<file path="src/rtl/sorted_streamer.sv">
// Captures a sorted batch on sort_done_i and streams it one element per
// valid/ready transfer, with batch min/median/max and sticky error flags.
module sorted_streamer #(
  parameter int DATA_WIDTH = 8,
  parameter int DATA_SIZE  = 9
) (
  input  logic                                  clk_i,
  input  logic                                  rstn_i,
  input  logic [DATA_SIZE-1:0][DATA_WIDTH-1:0]  numbers_i,
  input  logic                                  sort_done_i,
  output logic [DATA_WIDTH-1:0]                 data_o,
  output logic                                  valid_o,
  input  logic                                  ready_i,
  output logic                                  last_o,
  output logic [$clog2(DATA_SIZE)-1:0]          idx_o,
  output logic [DATA_WIDTH-1:0]                 min_o,
  output logic [DATA_WIDTH-1:0]                 max_o,
  output logic [DATA_WIDTH-1:0]                 median_o,
  output logic                                  stats_valid_o,
  output logic                                  busy_o,
  output logic                                  overrun_o,
  output logic                                  order_err_o,
  input  logic                                  clr_flags_i
);

  localparam int IDX_W = $clog2(DATA_SIZE);
  localparam logic [IDX_W-1:0] LAST_IDX = IDX_W'(DATA_SIZE - 1);
  localparam int MED_IDX = (DATA_SIZE - 1) / 2;

  typedef enum logic {IDLE, STREAM} state_t;

  state_t                state_reg;
  logic [DATA_WIDTH-1:0] buf_reg [DATA_SIZE];

  logic [DATA_SIZE-2:0]  pair_bad;
  logic                  order_bad;
  logic                  xfer;
  logic                  capture;
  logic                  overrun_set;
  logic [IDX_W-1:0]      idx_inc;

  // One comparator per adjacent pair; any descent flags the batch.
  generate
    for (genvar gi = 0; gi < DATA_SIZE - 1; gi++) begin : g_order
      assign pair_bad[gi] = numbers_i[gi] > numbers_i[gi+1];
    end
  endgenerate

  assign order_bad   = |pair_bad;
  assign xfer        = valid_o && ready_i;
  // A new batch is accepted when idle, or seamlessly on the final transfer.
  assign capture     = sort_done_i && ((state_reg == IDLE) || (xfer && last_o));
  assign overrun_set = sort_done_i && (state_reg == STREAM) && !capture;
  assign idx_inc     = idx_o + IDX_W'(1);

  always_ff @(posedge clk_i or negedge rstn_i) begin
    if (!rstn_i) begin
      state_reg     <= IDLE;
      data_o        <= '0;
      valid_o       <= 1'b0;
      last_o        <= 1'b0;
      idx_o         <= '0;
      min_o         <= '0;
      max_o         <= '0;
      median_o      <= '0;
      stats_valid_o <= 1'b0;
      busy_o        <= 1'b0;
      overrun_o     <= 1'b0;
      order_err_o   <= 1'b0;
      for (int k = 0; k < DATA_SIZE; k++) begin
        buf_reg[k] <= '0;
      end
    end else begin
      if (capture) begin
        for (int k = 0; k < DATA_SIZE; k++) begin
          buf_reg[k] <= numbers_i[k];
        end
        state_reg     <= STREAM;
        valid_o       <= 1'b1;
        busy_o        <= 1'b1;
        idx_o         <= '0;
        data_o        <= numbers_i[0];
        last_o        <= 1'b0;
        min_o         <= numbers_i[0];
        max_o         <= numbers_i[DATA_SIZE-1];
        median_o      <= numbers_i[MED_IDX];
        stats_valid_o <= 1'b1;
      end else if ((state_reg == STREAM) && xfer) begin
        if (last_o) begin
          state_reg <= IDLE;
          valid_o   <= 1'b0;
          busy_o    <= 1'b0;
          last_o    <= 1'b0;
          idx_o     <= '0;
          data_o    <= '0;
        end else begin
          idx_o  <= idx_inc;
          data_o <= buf_reg[idx_inc];
          last_o <= (idx_inc == LAST_IDX);
        end
      end

      // Set events take priority over a simultaneous clear.
      if (overrun_set) begin
        overrun_o <= 1'b1;
      end else if (clr_flags_i) begin
        overrun_o <= 1'b0;
      end

      if (capture && order_bad) begin
        order_err_o <= 1'b1;
      end else if (clr_flags_i) begin
        order_err_o <= 1'b0;
      end
    end
  end

endmodule

</file>
<file path="config.mk">
export PLATFORM = sky130hd
export DESIGN_NAME = sorted_streamer
export DESIGN_NICKNAME = d
export VERILOG_FILES = /design/src/rtl/sorted_streamer.sv
export SDC_FILE = /design/constraint.sdc
export NUM_CORES = 1
export LEC_CHECK = 0
export CAP_MARGIN = 5
export CORE_UTILIZATION = 64
export DETAILED_ROUTE_END_ITERATION = 10
export DONT_BUFFER_PORTS = 1
export PLACE_DENSITY = 0.78
export SLEW_MARGIN = 10
export SYNTH_ARGS = -nofsm -noshare
export SYNTH_HDL_FRONTEND = slang
export SYNTH_SLANG_ARGS = --single-unit
</file>
<file path="constraint.sdc">
create_clock -name clk_i -period 2.77 [get_ports clk_i]
set_input_delay 0.6925 -clock clk_i [delete_from_list [all_inputs] [get_ports clk_i]]
set_output_delay 0.6925 -clock clk_i [all_outputs]
set_load 0.01 [all_outputs]
</file>
**Routing congestion map**

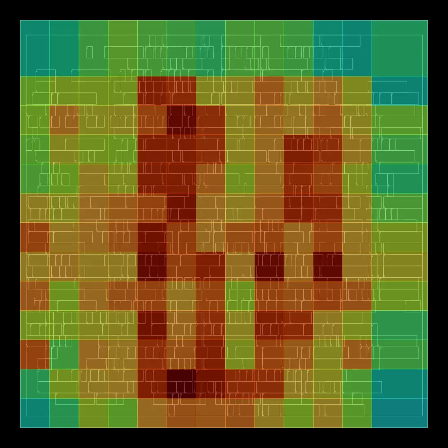
GRT met3 Usage: 8.21%
detail-routed net length per standard cell: 20.7 µm
most heavily used metal layer in global routing: met2
utilization after layout: 69.1%
total routing usage reported by global routing: 32.6%

==> notes.md <==
Synthesis and PnR results.

- The cell count after synthesis came out at a little over 600.
- The clock sink count reads ~89.
- The area of all placed cells without fillers is approximately 5800 µm².
- The stage logs contain a warning count of 27.
- The die extent in y is around 96 µm.
- The register with the most flip-flops in the layout has ~70 of them.
- The async set-reset flop share out of synthesis reads 100%.
- The root buffer cell chosen for the clock tree is sky130_fd_sc_hd__clkbuf_8.
- The leakage component of the power is around 2.9 nW.
- The largest stage delay on the critical path reads roughly 0.60 ns.
- The clock insertion delay at the later pin of the skew report reads between 0.3 and 0.4 ns.
- The share of the cycle needed by the critical path after routing reads just over 80%.
- The dominant logic cell type in the layout is sky130_fd_sc_hd__nand2_1.
- The category of cells accounting for the largest share of critical-path delay is multiplexers.
- The number of nets at the end of the flow is roughly 720.
- Subtracting the final worst setup slack from the clock period gives around 2.3 ns.
- Logged for this run, the post-placement worst setup slack is ~0.52 ns.
- The largest area contributor in the synthesized netlist reads sky130_fd_sc_hd__dfrtp_1.
- The type of the setup path with the least slack reads reg2reg.
- The class of the tightest hold or removal check is in2async.
- The pin closest to its max-slew limit shows a slew of roughly 0.74 ns.
- The arrival time at the worst endpoint is roughly 2.5 ns.
- Setup repair after global routing left no endpoint under its margin.
- The largest non-sequential cell family by area reads AND-OR/OR-AND gates.
- The run finished with clean final reports.
- The first global-routing pass estimated ~22000 µm of wire.
- The sort of element at the end of the critical path is a register.
- After floorplanning, the die was sized to cover 9200 µm².
- For the final routed database, the setup TNS stands at 0 ns.
- The count of buffer and inverter cells on the critical path is 1.
**Signal metal coverage by tile**

Bar = 20 µm. The die is cut into 19 by 19 equal tiles; dark purple is low, yellow is high, scaled to the fullest tile. Values are wire area over tile area, all layers added.
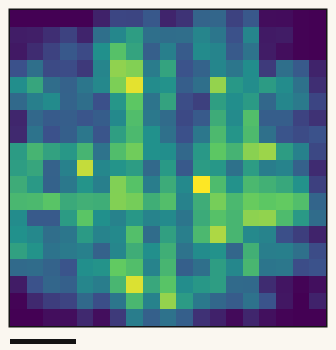
32% of the tiles are over half the peak. The mean over all tiles is 0.26. The fullest tile reaches 0.64. 5.3% of the tiles are nearly empty.
wire length reported by the detailed router: 14300 µm
vias post-DR: 4285

## path summary, 6_finish.rpt
path / from / endpoint / slack, ns / depth (start not counted)
max in group asynchronous: rstn_i / buf_reg[63]$_DFFE_PN0P_ / 1.98 / 1
worst max-delay path: idx_o[0]$_DFFE_PN0P_ / data_o[7]$_DFFE_PN0P_ / 0.51 / 5
worst min register to register: buf_reg[21]$_DFFE_PN0P_ / buf_reg[21]$_DFFE_PN0P_ / 0.49 / 2
worst max register to register: idx_o[0]$_DFFE_PN0P_ / data_o[7]$_DFFE_PN0P_ / 0.51 / 5
min in group clk_i: clr_flags_i / overrun_o$_DFFE_PN0P_ / 0.41 / 1
worst min-delay path: rstn_i / buf_reg[69]$_DFFE_PN0P_ / 0.004 / 0
## Yosys cell counts (8+ instances only)
cell / number
sky130_fd_sc_hd__nand2_1: 117
sky130_fd_sc_hd__buf_4: 25
sky130_fd_sc_hd__mux2_2: 8
sky130_fd_sc_hd__inv_1: 74
sky130_fd_sc_hd__a22oi_1: 9
sky130_fd_sc_hd__nand4_1: 12
sky130_fd_sc_hd__clkbuf_1: 8
sky130_fd_sc_hd__mux4_2: 15
sky130_fd_sc_hd__buf_2: 12
sky130_fd_sc_hd__ha_1: 66
sky130_fd_sc_hd__o21ai_0: 88
sky130_fd_sc_hd__a21oi_1: 32
sky130_fd_sc_hd__o211ai_1: 8
sky130_fd_sc_hd__dfrtp_1: 89
## layout make-up
cell class              instances  area, µm²  share of cell area, %
repair buffers                  8       95.1                   1.64
clock inverters                 7       76.3                   1.32
flip-flops and latches         89       2230                   38.5
clock buffers                   9        124                   2.14
multi-input cells             396       2860                   49.4
well taps                     105        131                   2.27
inverters                      74        278                   4.80
## timing repair
item                                   in CTS  in global routing
endpoints found under the hold margin       0                 41
hold buffers                                0                  2
setup endpoints to repair                   0                  0
buffers inserted                            0                  0
## power breakdown
group	total [mW]	switching (mW)	internal (mW)
clock	0.944	0.520	0.424
combinational	1.91	0.969	0.943
sequential	2.52	0.631	1.89
## through the flow
| stage | power [mW] | instances | utilization (%) |
|---|---|---|---|
| after floorplan | 4.06 | 606 | - |
| after global placement | 4.33 | 670 | 66.2 |
| after detailed placement | 4.42 | 670 | 66.2 |
| after CTS | 5.34 | 686 | 68.6 |
| after global routing | 5.73 | 688 | 69.1 |
| final | 5.38 | 688 | 69.1 |
## metal layers
layer	part of all wire, %	track usage, %	vias up
met4	4.0	15.4	0
met5	0	0	-
met3	8.2	8.21	39
met1	39	39.3	2039
li1	-	-	2002
met2	49	54.7	205
## kinds of logic (layout without fill, tap and decap cells)
| kind of cell | Yosys count | count (layout) |
|---|---|---|
| buf+inv | 121 | 98 |
| mux | 25 | 25 |
| fa+ha+maj | 66 | 66 |
| xor+xnor | 2 | 2 |
| flops | 89 | 89 |
| simple gates | 153 | 153 |
| compound gates | 150 | 150 |
Power figures rest on the tool's default switching activity, not on a simulated workload.
